<file path="src/rtl/counter_pkg.sv">
// rtl/counter_pkg.sv - shared direction encodings and sizing helper for the up/down counter
package counter_pkg;

    localparam logic DIR_UP   = 1'b1;
    localparam logic DIR_DOWN = 1'b0;

    // Ceiling log2 for n >= 1; returns 0 for n == 1.
    function automatic int clog2(input int n);
        int r;
        int v;
        r = 0;
        v = n - 1;
        for (int i = 0; i < 32; i++) begin
            if (v > 0) begin
                r = r + 1;
                v = v >> 1;
            end
        end
        return r;
    endfunction

endpackage

</file>
<file path="src/rtl/clk_en_prescaler.sv">
// rtl/clk_en_prescaler.sv - divides the count enable by DIV and emits a one-cycle step
module clk_en_prescaler
    import counter_pkg::*;
#(
    parameter int DIV = 1
) (
    input  logic clk,
    input  logic reset,
    input  logic en,
    input  logic clr,
    output logic step
);

    localparam int PW = (DIV > 1) ? clog2(DIV) : 1;
    localparam logic [PW-1:0] LAST = PW'(DIV - 1);

    logic [PW-1:0] pre_cnt;

    if (DIV < 1) begin : g_bad_div
        $error("clk_en_prescaler: DIV must be >= 1");
    end

    // With DIV == 1 LAST is zero, so pre_cnt never leaves 0 and step follows en.
    assign step = en && (pre_cnt == LAST);

    always_ff @(posedge clk) begin
        if (reset || clr) begin
            pre_cnt <= '0;
        end else if (en) begin
            if (pre_cnt == LAST) begin
                pre_cnt <= '0;
            end else begin
                pre_cnt <= pre_cnt + PW'(1);
            end
        end
    end

endmodule

</file>
<file path="src/rtl/mod_updown_counter.sv">
// rtl/mod_updown_counter.sv - modulo-MOD up/down counter with prescaler, load, tc and wrap
// Optional COUNTER_SATURATE_EN: hold at the limit instead of wrapping.
module mod_updown_counter
    import counter_pkg::*;
#(
    parameter int WIDTH = 4,
    parameter int MOD   = 2 ** WIDTH,
    parameter int DIV   = 1
) (
    input  logic             clk,
    input  logic             reset,
    input  logic             en,
    input  logic             up_dn,
    input  logic             load,
    input  logic [WIDTH-1:0] load_val,
    output logic [WIDTH-1:0] q,
    output logic             step,
    output logic             tc,
    output logic             wrap
);

    localparam logic [WIDTH:0]   MOD_W = (WIDTH + 1)'(MOD);
    localparam logic [WIDTH:0]   MAX_W = MOD_W - (WIDTH + 1)'(1);
    localparam logic [WIDTH-1:0] MAX   = MAX_W[WIDTH-1:0];

    if (WIDTH < 1) begin : g_bad_width
        $error("mod_updown_counter: WIDTH must be >= 1");
    end
    if (MOD < 2 || MOD > 2 ** WIDTH) begin : g_bad_mod
        $error("mod_updown_counter: MOD must satisfy 2 <= MOD <= 2**WIDTH");
    end
    if (DIV < 1) begin : g_bad_div
        $error("mod_updown_counter: DIV must be >= 1");
    end

    logic [WIDTH-1:0] load_clamped;

    clk_en_prescaler #(
        .DIV (DIV)
    ) u_prescaler (
        .clk   (clk),
        .reset (reset),
        .en    (en),
        .clr   (load),
        .step  (step)
    );

    assign load_clamped = (load_val > MAX) ? MAX : load_val;
    assign tc = (up_dn == DIR_UP) ? (q == MAX) : (q == '0);

    always_ff @(posedge clk) begin
        wrap <= 1'b0;
        if (reset) begin
            q <= '0;
        end else if (load) begin
            q <= load_clamped;
        end else if (step) begin
            if (up_dn == DIR_DOWN) begin
                if (q == '0) begin
`ifdef COUNTER_SATURATE_EN
                    q <= q;
`else
                    q    <= MAX;
                    wrap <= 1'b1;
`endif
                end else begin
                    q <= q - WIDTH'(1);
                end
            end else begin
                if (q == MAX) begin
`ifdef COUNTER_SATURATE_EN
                    q <= q;
`else
                    q    <= '0;
                    wrap <= 1'b1;
`endif
                end else begin
                    q <= q + WIDTH'(1);
                end
            end
        end
    end

endmodule
</file>
<file path="config.mk">
export PLATFORM = sky130hd
export DESIGN_NAME = mod_updown_counter
export DESIGN_NICKNAME = d
export VERILOG_FILES = /design/src/rtl/counter_pkg.sv /design/src/rtl/clk_en_prescaler.sv /design/src/rtl/mod_updown_counter.sv
export SDC_FILE = /design/constraint.sdc
export NUM_CORES = 1
export LEC_CHECK = 0
export CORE_AREA = 2 2 39 41
export CTS_CLUSTER_SIZE = 30
export DETAILED_ROUTE_END_ITERATION = 10
export DIE_AREA = 0 0 41 43
export GPL_ROUTABILITY_DRIVEN = 0
export MAX_ROUTING_LAYER = met4
export SLEW_MARGIN = 20
export SYNTH_ARGS = -nofsm -noshare
export SYNTH_HDL_FRONTEND = slang
export SYNTH_SLANG_ARGS = --single-unit
</file>
<file path="constraint.sdc">
create_clock -name clk -period 2.1 [get_ports clk]
set_clock_uncertainty 0.15 [all_clocks]
set_input_delay 0.42 -clock clk [delete_from_list [all_inputs] [get_ports clk]]
set_output_delay 0.42 -clock clk [all_outputs]
set_load 0.03 [all_outputs]
</file>
Figure 1. Signal wires on met2.
Scale: 6 px per um.
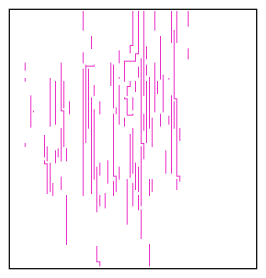
nets with wire on the layer: 64
wire length on this layer: 478 um
via count: 399
final wirelength: 865 um
met2 Track Usage GR: 0.2000

Figure 2. Clock wiring as the flow saved it.
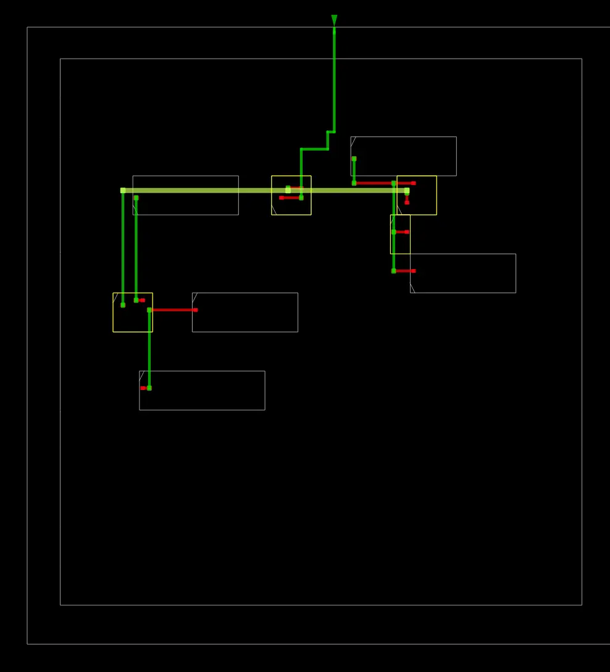
total CTS buffers: 3
Clk. pwr: 0.110 mW
clock buffers: 4
Sink Count: 5

==> ci_impl_report.md <==
### Flow metrics

| Metric | Value |
|---|---|
| Sw frac | 0.3111 |
| Sequential share of cell area | 0.1762 |
| Most frequent cells in the layout | clkdlybuf4s50_1, a21oi_1, buf_4 |
| CP max-delay cell | or4b_4 |
| Async SR Flop Fraction | 0 |
| Int Pwr | 0.2341 mW |
| Hold crit path type | reg2reg |
| Busiest grt layer | met2 |
| Register bank with the most flops | q |
| Die area | 1763 um2 |
| Largest family of logic cells by area | simple AND/OR/NAND/NOR gates |
| First-pass DRT Iterations | 3 |
| Seq group | 0.111 mW |
| Inverters | 4 |
| CP max FO | 5 |
| Uppermost layer routed | met3 |
| Top-count cell post-synth | a21oi_1 |
| Met3 GRT Util | 0.06283 |
| Setup repair bufs after CTS | 0 |
| Post-synth top flop | dfxtp_1 |
| RR Startpoint | q[1] |
| Flop pwr share | 0.328 |
| Total GRT Usage | 0.1305 |
| Status | complete, no violations |
| IO Port Bufs | 15 |
| Die x size | 41 um |
| Max incr delay on CP | 460 ps |
| WL/cell | 10.55 um |
| Drt first-iter violations | 5 |
| Multi-input gates | 33 |
| DP Area | 544.3 um2 |
| Fillers | 146 |
| Post-synth area hogs | dfxtp_1, a21oi_1, ha_1 |
| Clock power share | 0.324 |
| Reg clk slew, reported paths | 40 ps |
| Synthesized cell area | 371.6 um2 |
| R2R Setup Slk | 350 ps |
| Die H | 43 um |
| Max Fclk | 490.4 MHz |
| Kind of critical path | reg2out |
| Register share after synthesis | 0.2694 |
| Nets | 78 |
| Fin crit period | 2039 ps |
| Yosys stat area | 371.6 um2 |
| Yosys xor share | 0.04714 |
| Largest net degree at the start of global routing | 12 |
| Met1 GRT Util | 0.1442 |
| Diode count | 0 |
| CP startpoint kind | register |
| Design Power | 0.3399 mW |
| Final design area excluding fillers | 589.3 um2 |
| Number of standard cells reported by yosys | 45 |
| P per Cell Area | 576.7 nW/um2 |
| Syn Inst Count | 45 |
| FF+latch area | 103.9 um2 |
| Top cells by count | a21oi_1, dfxtp_1, inv_1, nand2_1, nor2_1 |
| Most frequent logic cell in the layout | clkdlybuf4s50_1 |
| Worst Setup SP | q[1] |
| Setup violators final | 0 |
| Max-cap violation count | 0 |
| Syn. warnings | 0 |
Figure 3. Metal layers overlaid.
Scale: 8 px per um.
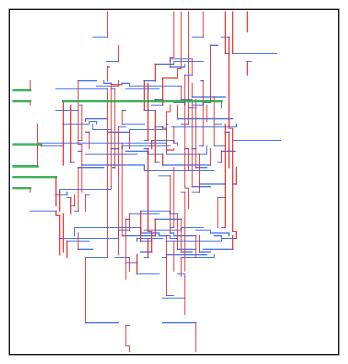
[red] metal 2 | wire length: 478 um
[blue] metal 1 | wire length: 350 um
[green] metal 3 | wire length: 37.7 um

Figure 4. Metal 3.
Scale: 6 px per um. Cells faint in the background.
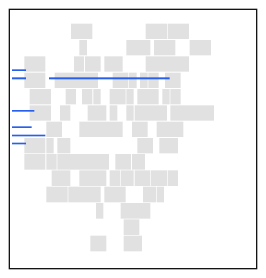
main direction: horizontal
share of all routed wire: 4.4%
nets with wire on the layer: 7
longest straight run: 19.8 um
wire length on this layer: 37.7 um

Power and IR drop assume default switching activity.
